**src/rtl/sum_stream_buffer.sv**
```systemverilog
// sum_stream_buffer
//
// Sits behind the adding machine. It captures every valid 32-bit running sum
// into a small FIFO and hands the sums to a slower reader over valid/ready.
// Samples that arrive while the FIFO is full (and nothing leaves that cycle)
// are discarded and counted. A sticky flag records accumulator wrap-around,
// meaning an accepted sum that is unsigned-smaller than the previously
// accepted one.
//
// Ports
//   clk        : single clock; all state updates on the rising edge
//   reset      : synchronous, active-high; clears all control state
//   in_valid   : a running sum is present on in_data this cycle
//   in_data    : running sum from the adding machine
//   out_data   : head-of-FIFO entry, 0 when empty
//   out_valid  : FIFO non-empty
//   out_ready  : reader takes out_data this cycle
//   count      : number of stored entries, 0..DEPTH
//   full       : count == DEPTH
//   empty      : count == 0
//   drop_count : saturating count of rejected samples
//   wrap_flag  : sticky wrap-around indicator
//
// DEPTH must be a power of 2 (at least 2), and ADDR_W must equal log2(DEPTH).
// This lets the pointers wrap through plain ADDR_W-bit overflow.

module sum_stream_buffer #(
  parameter int WIDTH  = 32,
  parameter int DEPTH  = 4,
  parameter int ADDR_W = 2
) (
  input  logic              clk,
  input  logic              reset,
  input  logic              in_valid,
  input  logic [WIDTH-1:0]  in_data,
  output logic [WIDTH-1:0]  out_data,
  output logic              out_valid,
  input  logic              out_ready,
  output logic [ADDR_W:0]   count,
  output logic              full,
  output logic              empty,
  output logic [15:0]       drop_count,
  output logic              wrap_flag
);

  localparam logic [ADDR_W:0] LP_DEPTH = (ADDR_W + 1)'(DEPTH);

  // Storage is never reset; the pointers and count decide what is live.
  logic [WIDTH-1:0]  r_mem [DEPTH];
  logic [ADDR_W-1:0] r_wr_ptr;
  logic [ADDR_W-1:0] r_rd_ptr;
  logic [ADDR_W:0]   r_count;
  logic [15:0]       r_drop_cnt;
  logic              r_wrap;
  logic              r_prev_valid;
  logic [WIDTH-1:0]  r_prev_sum;

  logic w_full;
  logic w_empty;
  logic w_pop;
  logic w_push;
  logic w_drop;
  logic w_wrap_hit;

  function automatic logic [15:0] sat_inc16(input logic [15:0] val);
    sat_inc16 = (val == 16'hFFFF) ? val : val + 16'd1;
  endfunction

  // full/empty come from the count. Pointer equality cannot tell them apart.
  assign w_full  = (r_count == LP_DEPTH);
  assign w_empty = (r_count == '0);

  // When full, a push is still accepted if the head leaves in the same cycle.
  assign w_pop      = !w_empty && out_ready;
  assign w_push     = in_valid && (!w_full || w_pop);
  assign w_drop     = in_valid && w_full && !w_pop;
  assign w_wrap_hit = r_prev_valid && (in_data < r_prev_sum);

  // ---- storage write ----
  always_ff @(posedge clk) begin
    if (w_push) begin
      r_mem[r_wr_ptr] <= in_data;
    end
  end

  // ---- control state ----
  always_ff @(posedge clk) begin
    if (reset) begin
      r_wr_ptr     <= '0;
      r_rd_ptr     <= '0;
      r_count      <= '0;
      r_drop_cnt   <= '0;
      r_wrap       <= 1'b0;
      r_prev_valid <= 1'b0;
      r_prev_sum   <= '0;
    end else begin
      if (w_push) begin
        r_wr_ptr <= r_wr_ptr + 1'b1;
      end
      if (w_pop) begin
        r_rd_ptr <= r_rd_ptr + 1'b1;
      end
      if (w_push && !w_pop) begin
        r_count <= r_count + 1'b1;
      end else if (w_pop && !w_push) begin
        r_count <= r_count - 1'b1;
      end
      if (w_drop) begin
        r_drop_cnt <= sat_inc16(r_drop_cnt);
      end
      // Only accepted samples take part in wrap tracking.
      if (w_push) begin
        if (w_wrap_hit) begin
          r_wrap <= 1'b1;
        end
        r_prev_sum   <= in_data;
        r_prev_valid <= 1'b1;
      end
    end
  end

  // ---- outputs, from registered state only ----
  assign out_valid  = !w_empty;
  assign out_data   = w_empty ? '0 : r_mem[r_rd_ptr];
  assign count      = r_count;
  assign full       = w_full;
  assign empty      = w_empty;
  assign drop_count = r_drop_cnt;
  assign wrap_flag  = r_wrap;

endmodule

```
**config.mk**
```make
export PLATFORM = sky130hd
export DESIGN_NAME = sum_stream_buffer
export DESIGN_NICKNAME = d
export VERILOG_FILES = /design/src/rtl/sum_stream_buffer.sv
export SDC_FILE = /design/constraint.sdc
export NUM_CORES = 1
export LEC_CHECK = 0
export CAP_MARGIN = 20
export CORE_ASPECT_RATIO = 1.5
export CORE_MARGIN = 5
export CORE_UTILIZATION = 45
export CTS_CLUSTER_SIZE = 10
export DETAILED_ROUTE_END_ITERATION = 10
export PLACE_DENSITY = 0.66
export SETUP_SLACK_MARGIN = 0.05
export SLEW_MARGIN = 15
export SYNTH_ARGS = -nofsm -noshare
export SYNTH_HDL_FRONTEND = slang
export SYNTH_SLANG_ARGS = --single-unit
export TNS_END_PERCENT = 50
```
**constraint.sdc**
```tcl
create_clock -name clk -period 4.7 [get_ports clk]
set_input_delay 1.175 -clock clk [delete_from_list [all_inputs] [get_ports clk]]
set_output_delay 1.175 -clock clk [all_outputs]
set_load 0.005 [all_outputs]
```
==> run_1/logic_types.png <==
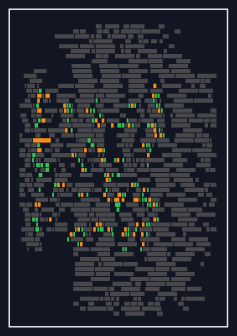
- NAND gates: green (cells 101)
- inverting AOI/OAI gates: orange (cells 65)

==> run_1/layer_met2.png <==
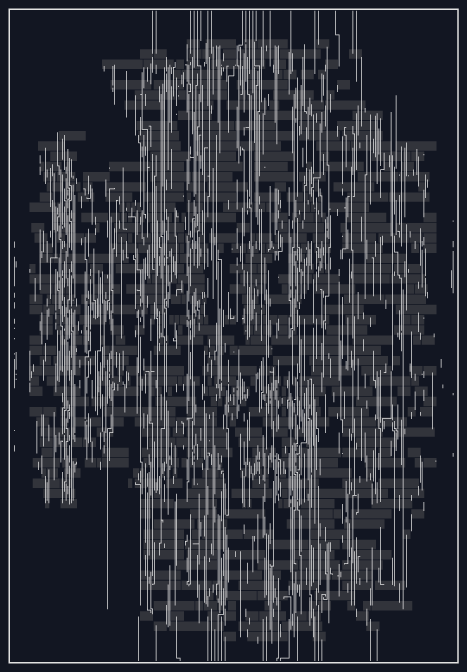
- main direction: vertical
- wire length on this layer: 9460 um
- nets with wire on the layer: 644
- longest straight run: 85.0 um
- share of all routed wire: 55%
Detailed Route WL: 17100 um
Global Route met2 Usage: 0.312
via count: 4951

==> impl_metrics.toml, run 1 <==
# implementation run metrics
[sta]
worst_slack_ns = 0.939
finalHoldViolations = 0
finalClockPeriodUsage = 0.800
skew_ns = 0.00890
max_freq_ghz = 0.266
layout_min_cycle_time_ns = 3.76
setup_violations = 0
tightest_slew_ns = 0.615
maxSlewViolCount = 0
rsz0062_at_grt = "no"

[power_and_ir_drop]
ir_drop_uv = 272
totalPowerFinal_mw = 4.70
power_density_nw_per_um2 = 479
p_leak_nw = 3.33

[job]
drv_cap = 0
warning_count = 29

[routing]
wl_per_cell_um = 18.6
drt-pass1-iter-count = 4
drc = 0
drtAntennaViolNets = 0
viasPerCell = 5.38
drtIter0Drc = 239

[critical_path]
arrival_ns = 2.59
cp_max_fo = 22
worstPathRequired_ns = 3.52
crit_path_end_kind = "output port"
critPathLaunchType = "flip-flop"
slowest_delay_ns = 0.69
critPathKind = "reg2out"
cp_slowest_cell = "dfxtp_1"
cp_cell_sequence = "buf_4 > mux4_2 > and2_1 > clkdlybuf4s50_1"

[global_routing]
grt_remaining_overflow = 0
first_global_vias = 5282
grt_pass1_wl_um = 27600
antenna_found_initial = 0
grt_max_degree = 37
gr-usage-all-layers = 0.172

[floorplanning]
core_um2 = 17400
fp-row-count = 59
initCoreUtil = 0.461
die_area_um2 = 20700
dieHeight_um = 174
die_x_um = 119

[layout]
lay_top_cells = "edfxtp_1, clkdlybuf4s50_1, nand2_1"
post-route-util = 0.562
final_nets = 768
drive_gt1_frac = 0.124
areaGrowthSynthToFinish_pct = 22.0
layout_top_cell = "edfxtp_1"
antenna_cells = 0

[synthesis]
synth_area_leader_cell = "edfxtp_1"
yosysCellCount = 599
yosys.stat.seqShare = 0.626
yosysTopAreaCellShare = 0.479
edf_count = 128
synth_cell_types = 41
topCellsByArea = "edfxtp_1, dfxtp_1, mux4_2, ha_1, nand2_1"
synthArstFlopShare = 0
synth_nets = 673
yosys-stat-area_um2 = 8030
syn_avg_cell_area_um2 = 13.4
synth_warnings = 0
ys_ff = 187
syn-cell-area_um2 = 8030
yosys_most_used_dff = "edfxtp_1"

[hold_path]
min_path_type = "reg2reg"

[outcome]
outcome = "finished clean"

[clock_network]
cts_hold_buffers = 0
post_cts.repair.setup_buffers = 0
cts_tree = "done"
clk_latency_ns = 0.43
cts.sinks = 187
cts-root-buf = "clkbuf_16"
cts_made_buffers = 17
path_clk_slew_ns = 0.07
clockBufferDepth = 2
htreeDepth = 4

[place]
pre_cts_slack_ns = 0.961
dpl.hpwl_um = 11600
gp_congestion = 0.901
io_buffers = 90
==> run_1/clk_routes.png <==
The bar under the picture is 20 um long.
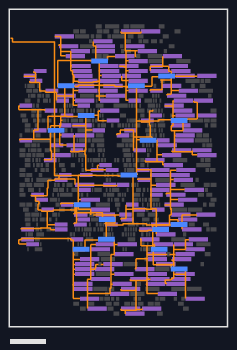
- clock drivers: blue (count 17)
- clock wires: orange (length 2000 um)
- flip-flops: purple (count 187)
- routed clock nets: 18

run 1: cell type report:
| class | count | area, um^2 |
|---|---|---|
| Timing Repair Buffer | 102 | 1020 |
| Sequential cell | 187 | 5030 |
| Fill cell | 1425 | 7630 |
| Multi-Input combinational cell | 346 | 2750 |
| Tap cell | 213 | 267 |
| Inverter | 40 | 150 |
| Clock inverter | 13 | 115 |
| Clock buffer | 19 | 464 |
run 1: cell usage after synthesis (5+ instances only):
library cell / n
a211oi_1: 5
buf_2: 9
inv_1: 39
a21oi_1: 49
nand3_1: 12
ha_1: 37
nor2_1: 28
mux4_2: 32
xnor2_1: 14
and2_1: 37
o21ai_0: 5
nand4_1: 9
clkbuf_1: 13
edfxtp_1: 128
dfxtp_1: 59
nand2_1: 75
run 1: worst paths after layout:
path / start / end / slack (ns) / cells after the start
worst max-delay path: flip-flop / out_data[2] / 0.94 / 4
worst min-delay path: r_prev_sum[22]$_SDFFE_PP0P_ / r_prev_sum[22]$_SDFFE_PP0P_ / 0.45 / 2
worst max register to register: count[0]$_SDFFE_PP0P_ / count[2]$_SDFFE_PP0P_ / 1.95 / 8
worst min register to register: r_prev_sum[22]$_SDFFE_PP0P_ / r_prev_sum[22]$_SDFFE_PP0P_ / 0.45 / 2
run 1: where the power goes:
group          internal, mW  total, mW  leakage (nW)  switching (mW)
clock network         0.777       1.38         0.281           0.603
logic                 0.759       1.31          1.39           0.549
registers              1.91       2.01          1.66          0.0987
run 1: metrics by stage:
stage / hold WS, ns / instance area (um^2) / instances
2_1_floorplan: 0.436 / 8030 / 599
3_5_place_dp: 0.448 / 9220 / 888
4_1_cts: 0.457 / 9790 / 920
3_3_place_gp: 0.441 / 9220 / 888
5_1_grt: 0.470 / 9800 / 920
6_report: 0.453 / 9800 / 920
run 1: sequential cells by signal, indices dropped and copies added, names as in the netlist, named ones only:
name,cells
r_wr_ptr,2
wrap_flag,1
r_prev_valid,1
r_prev_sum,32
r_rd_ptr,2
count,3
drop_count,16
r_mem,128
run 1: metal layers:
| layer | track usage | wire length, um |
|---|---|---|
| met5 | 0 | 0 |
| met4 | 0.0720 | 401 |
| met1 | 0.187 | 6540 |
| met3 | 0.0460 | 742 |
| met2 | 0.312 | 9460 |
run 1: logic make-up (layout without fill, tap and decap cells):
kind of cell               after synthesis  in the layout  share of synthesized area
DFF                                    187            187                      0.626
and+or+nand+nor                        185            185                      0.117
AOI/OAI and AO/OA                       71             71                     0.0525
buffers and inverters                   66            174                     0.0323
adders and majority gates               38             38                     0.0602
muxes                                   34             34                     0.0923
xor gates and xnor gates                18             18                     0.0196
run 1: critical path: cells and delay by family, from the launching register on:
kind          cells  cell delay [ns]
flops             1             0.69
buf+inv           2             0.89
mux               1             0.39
simple gates      1             0.17
==> run_1/placement_by_type.png <==
The bar under the picture is 20 um long.
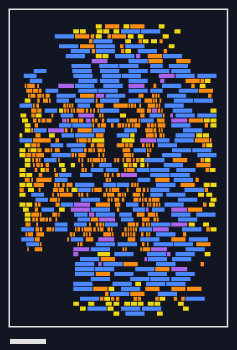

## Run 2: what changed since run 1
==> constraint.sdc (replaced) <==
create_clock -name clk -period 3.6 [get_ports clk]
set_input_delay 0.9 -clock clk [delete_from_list [all_inputs] [get_ports clk]]
set_output_delay 0.9 -clock clk [all_outputs]
set_load 0.005 [all_outputs]
==> run_2/placement_by_type.png <==
The bar under the picture is 20 um long.
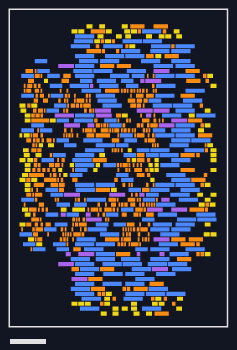
- other buffers and delay cells: yellow (cells 106)
- flops: blue (cells 187)
- clock drivers and dummy loads: purple (cells 32)
- combinational and other logic: orange (cells 386)

==> impl_metrics.toml, run 2 <==
# implementation run metrics
[outcome]
outcome = "finished clean"

[routing]
wl_per_cell_um = 17.8
drc = 0
num_vias = 4935
drtIter0Drc = 253
drt-pass1-iter-count = 5
drtAntennaViolNets = 0
wl_um = 16400
viasPerCell = 5.34

[clock_network]
htreeDepth = 4
clockBufferDepth = 2
path_clk_slew_ns = 0.07
cts-root-buf = "clkbuf_16"
cts_hold_buffers = 0
cts_made_buffers = 17
cts.sinks = 187
cts_tree = "done"
post_cts.repair.setup_buffers = 0
cts-resized-gates = 0
clk_latency_ns = 0.43

[place]
gp_congestion = 0.875
pre_cts_slack_ns = 0.509
postPlaceCellArea_um2 = 9220
dpl.hpwl_um = 11500
io_buffers = 90

[synthesis]
yosys-stat-area_um2 = 8030
synth_warnings = 0
synth_area_leader_cell = "edfxtp_1"
top_cell = "edfxtp_1"
edf_count = 128
synthCells = 599
yosysTopAreaCellShare = 0.479
ys_ff = 187
synth_nets = 673
yosysCellCount = 599
yosys_most_used_dff = "edfxtp_1"
syn-cell-area_um2 = 8030
synth_cell_types = 41
syn_avg_cell_area_um2 = 13.4
topCellsByArea = "edfxtp_1, dfxtp_1, mux4_2, ha_1, nand2_1"
synthArstFlopShare = 0
top_cells_by_count = "edfxtp_1, nand2_1, dfxtp_1"
yosys.stat.seqShare = 0.626

[sta]
maxSlewHeadroom = 0.587
setup_violations = 0
rsz0062_at_grt = "no"
tightest_slew_ns = 0.617
max_freq_ghz = 0.318
whs_ns = 0.456
finalClockPeriodUsage = 0.872
finalHoldViolations = 0
skew_ns = 0.00661
maxSlewViolCount = 0
worst_slack_ns = 0.459
finalSetupTns_ns = 0
layout_min_cycle_time_ns = 3.14

[global_routing]
antenna_found_initial = 1
grt_max_degree = 41
grt_remaining_overflow = 0
grt_pass1_wl_um = 26400
gr-usage-all-layers = 0.164
first_global_vias = 5234

[critical_path]
crit_path_end_kind = "output port"
worstPathRequired_ns = 2.70
arrival_ns = 2.24
slowest_delay_ns = 0.57
crit_family = "buffers and inverters"
cp_cell_sequence = "buf_12 > mux4_2 > and2_1 > clkdlybuf4s50_1"
critPathLaunchType = "flip-flop"
cp_slowest_cell = "mux4_2"
cp_max_fo = 32
r2r_start = "count[0]$_SDFFE_PP0P_"
critPathBufInv = 2
critPathKind = "reg2out"

[layout]
largest_register = "r_mem"
areaGrowthSynthToFinish_pct = 22.7
drive_gt1_frac = 0.128
largest_reg_flops = 128
final_area_um2 = 9850
antenna_cells = 0
final_nets = 772
lay_top_cells = "edfxtp_1, clkdlybuf4s50_1, nand2_1"
layout_top_cell = "edfxtp_1"

[floorplanning]
die_area_um2 = 20700
die_x_um = 119
initCoreUtil = 0.461
fp-row-count = 59
core_um2 = 17400
dieHeight_um = 174
ios = 91

[power_and_ir_drop]
ir_drop_uv = 337
p_leak_nw = 3.37
power_density_nw_per_um2 = 633

[hold_path]
min_path_type = "reg2reg"
hp-start = "r_prev_sum[5]$_SDFFE_PP0P_"

[job]
warning_count = 29
drv_cap = 0
[run 2: metal layers]
metal	wire, um	GRT usage
met1	6340	0.172
met2	8960	0.305
met3	756	0.0421
met4	335	0.0691
met5	13	0
[run 2: cell families (layout without fill, tap and decap cells)]
kind of cell	Yosys count	in the layout	synth area share
xor+xnor	18	18	0.0196
buf+inv	66	178	0.0323
simple gates	185	185	0.117
mux	34	34	0.0923
compound gates	71	71	0.0525
flops	187	187	0.626
fa+ha+maj	38	38	0.0602
[run 2: path summary, 6_finish.rpt]
check,endpoint,slack [ns],depth (start not counted)
max,out_data[29],0.46,4
min,r_prev_sum[5]$_SDFFE_PP0P_,0.46,2
max reg2reg,count[2]$_SDFFE_PP0P_,1.32,8
min reg2reg,r_prev_sum[5]$_SDFFE_PP0P_,0.46,2
[run 2: power breakdown]
part	leakage (nW)	internal, mW	total (mW)	switching, mW
Combinational	1.40	0.998	1.73	0.737
Sequential	1.66	2.49	2.58	0.0847
Clock	0.310	1.11	1.92	0.810
[run 2: tightest hold or removal path, stage by stage (launching register included)]
cell	delay (ns)
dfxtp_1	0.31
nand2_1	0.05
a21oi_1	0.05
[run 2: through the flow]
step	power [mW]	std cells	utilization
global placement	4.35	892	0.529
CTS	6.32	924	0.565
detailed placement	4.40	892	0.529
finish	6.23	924	0.565
floorplan	3.54	599	-
global route	6.54	924	0.565
[run 2: area by class of cell]
cell class	instances	area [um^2]
fill	1421	7570
sequential	187	5030
multi-input combinational	346	2750
timing repair buffer	106	1030
clock buffer	21	514
tap	213	267
inverter	40	150
clock inverter	11	114
==> run_2/layer_met2.png <==
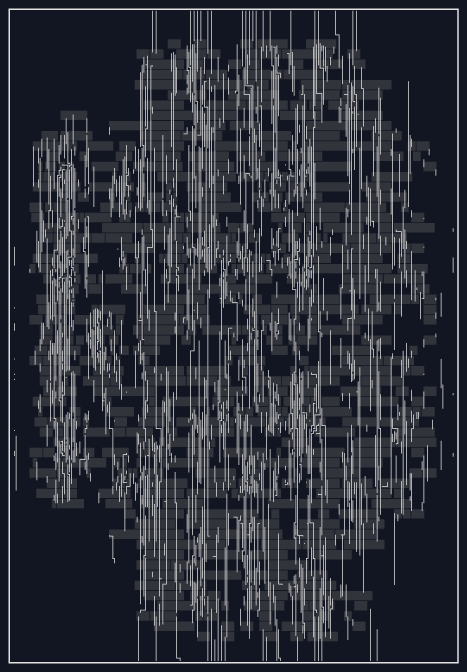

## Run 3: what changed since run 2
--- a/config.mk
+++ b/config.mk
@@ -8,10 +8,9 @@
 export CAP_MARGIN = 20
 export CORE_ASPECT_RATIO = 1.5
 export CORE_MARGIN = 5
-export CORE_UTILIZATION = 45
+export CORE_UTILIZATION = 44
 export CTS_CLUSTER_SIZE = 10
 export DETAILED_ROUTE_END_ITERATION = 10
-export PLACE_DENSITY = 0.66
 export SETUP_SLACK_MARGIN = 0.05
 export SLEW_MARGIN = 15
 export SYNTH_ARGS = -nofsm -noshare
==> run_3/layer_met2.png <==
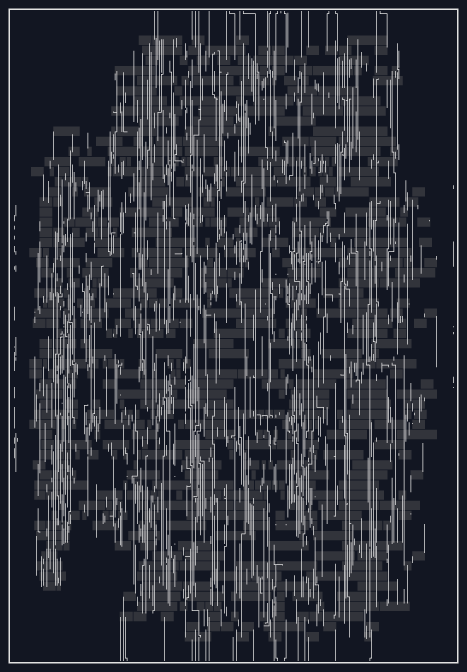
- nets with wire on the layer: 655
- wire length on this layer: 9180 um
- longest straight run: 56.4 um
- main direction: vertical
- share of all routed wire: 54%
via count: 4932
Global Route met2 Usage: 0.300

==> impl_metrics.toml, run 3 <==
# implementation run metrics
[outcome]
outcome = "finished clean"

[sta]
layout_min_cycle_time_ns = 3.29
setup_violations = 0
finalHoldViolations = 0
rsz0062_at_grt = "no"
finalClockPeriodUsage = 0.914
worst_slack_ns = 0.309
maxSlewHeadroom = 0.595

[synthesis]
simple_gate_share = 0.117
synthXorXnorAreaFrac = 0.0196
ys_sh_adder = 0.0602
synth_nets = 673
synth_warnings = 0
ys_ff = 187
edf_count = 128
mux_share = 0.0923
synthArstFlopShare = 0
top_cells_by_count = "edfxtp_1, nand2_1, dfxtp_1"
yosys_most_used_dff = "edfxtp_1"
yosys.area_share.aoi = 0.0525
syn_avg_cell_area_um2 = 13.4
yosys.stat.seqShare = 0.626
topCellsByArea = "edfxtp_1, dfxtp_1, mux4_2, ha_1, nand2_1"
yosys-stat-area_um2 = 8030
synthCells = 599
yosysTopAreaCellShare = 0.479

[layout]
largest_register = "r_mem"
stdcell_count = 927
seq_area_um2 = 5030
areaGrowthSynthToFinish_pct = 22.3
antenna_cells = 0
largest_reg_flops = 128

[global_routing]
grt_max_degree = 41
grt_pass1_wl_um = 27000
antenna_found_initial = 0
first_global_vias = 5143
gr-usage-all-layers = 0.165
grt_remaining_overflow = 0

[clock_network]
clockBufferDepth = 2
htreeDepth = 4
path_clk_slew_ns = 0.07
cts.sinks = 187
cts_tree = "done"
post_cts.repair.setup_buffers = 0
cts_hold_buffers = 0

[routing]
viasPerCell = 5.32
drtAntennaViolNets = 0
drt-pass1-iter-count = 4
drtIter0Drc = 322
wl_per_cell_um = 18.2

[critical_path]
worstPathRequired_ns = 2.70
crit_path_end_kind = "output port"
r2r_slack_ns = 1.10
cp_slowest_cell = "mux4_2"
r2r_end = "count[2]$_SDFFE_PP0P_"
cp_cell_sequence = "buf_12 > mux4_2 > and2_1 > clkdlybuf4s50_1"
critPathKind = "reg2out"
crit_family = "buffers and inverters"
arrival_ns = 2.39
worstSetupEndpoint = "out_data[2]"
cp_max_fo = 23
critPathBufInv = 2

[floorplanning]
die_area_um2 = 21100
fp-row-count = 60
ios = 91
dieHeight_um = 175
core_um2 = 17900

[hold_path]
min_path_type = "reg2reg"

[place]
dpl.hpwl_um = 11100
pre_cts_slack_ns = 0.483
place_inst = 895

[power_and_ir_drop]
power_frac_seq = 0.420
p_clk_frac = 0.299
internal-power_mw = 4.55
combPwrFrac = 0.281
p_leak_nw = 3.35

[job]
drv_cap = 0
warning_count = 29
-- run 3: cell types whose count changed in the layout (fill, tap and decap cells not counted), sizes merged --
cell,before,now
inv,48,44
buf,17,16
clkbuf,21,20
clkinv,1,6
-- run 3: worst min-delay path, stage by stage (launching register included) --
cell     delay [ns]
dfxtp_1        0.31
nand2_1        0.05
a21oi_1        0.05
-- run 3: area by class of cell --
cell class	count	area share
inverter	40	0.0153
timing repair buffer	105	0.104
clock buffer	20	0.0498
sequential	187	0.512
clock inverter	12	0.0108
tap	217	0.0277
multi-input combinational	346	0.280
-- run 3: power by group through the flow --
stage | Combinational [mW] | Clock [mW] | Sequential, mW
floorplan | 0.936 | 0 | 2.60
global placement | 1.76 | 0 | 2.65
detailed placement | 1.79 | 0 | 2.65
CTS | 1.79 | 1.90 | 2.61
global route | 1.92 | 1.99 | 2.63
finish | 1.74 | 1.85 | 2.61
-- run 3: metal layers --
layer | share of wire | routed length [um] | up-vias | GRT usage
li1 | - | - | 2366 | -
met1 | 0.40 | 6720 | 2440 | 0.192
met2 | 0.54 | 9180 | 107 | 0.300
met3 | 0.042 | 715 | 19 | 0.0396
met4 | 0.014 | 242 | 0 | 0.0515
met5 | 0 | 0 | - | 0
-- run 3: how the worst min path moves through the flow --
stage / startpoint / to / slack (ns)
finish: r_prev_sum[29]$_SDFFE_PP0P_ / r_prev_sum[29]$_SDFFE_PP0P_ / 0.45
global route: r_prev_sum[18]$_SDFFE_PP0P_ / r_prev_sum[18]$_SDFFE_PP0P_ / 0.47
CTS: r_prev_sum[29]$_SDFFE_PP0P_ / r_prev_sum[29]$_SDFFE_PP0P_ / 0.45
detailed placement: r_prev_sum[29]$_SDFFE_PP0P_ / r_prev_sum[29]$_SDFFE_PP0P_ / 0.45
global placement: r_prev_sum[11]$_SDFFE_PP0P_ / r_prev_sum[11]$_SDFFE_PP0P_ / 0.44
floorplan: r_prev_sum[10]$_SDFFE_PP0P_ / r_prev_sum[10]$_SDFFE_PP0P_ / 0.44
-- run 3: per-stage QoR --
| stage | util | power, mW | instance area [um^2] | hold WS [ns] |
|---|---|---|---|---|
| 2_1_floorplan | - | 3.54 | 8030 | 0.436 |
| 3_3_place_gp | 0.514 | 4.40 | 9220 | 0.441 |
| 3_5_place_dp | 0.514 | 4.44 | 9220 | 0.446 |
| 4_1_cts | 0.547 | 6.30 | 9810 | 0.455 |
| 5_1_grt | 0.547 | 6.53 | 9820 | 0.471 |
| 6_report | 0.547 | 6.20 | 9820 | 0.455 |
-- run 3: timing repair --
item,4_1_cts,5_1_grt
resized,0,1
endpoints found under the setup margin,0,1
endpoints found under the hold margin,0,0
-- run 3: kinds of logic after synthesis --
| family | count (synthesis) |
|---|---|
| flops | 187 |
| simple gates | 185 |
| compound gates | 71 |
| buf+inv | 66 |
| fa+ha+maj | 38 |
| mux | 34 |
| xor+xnor | 18 |
Power is estimated from default activity; no workload was simulated.
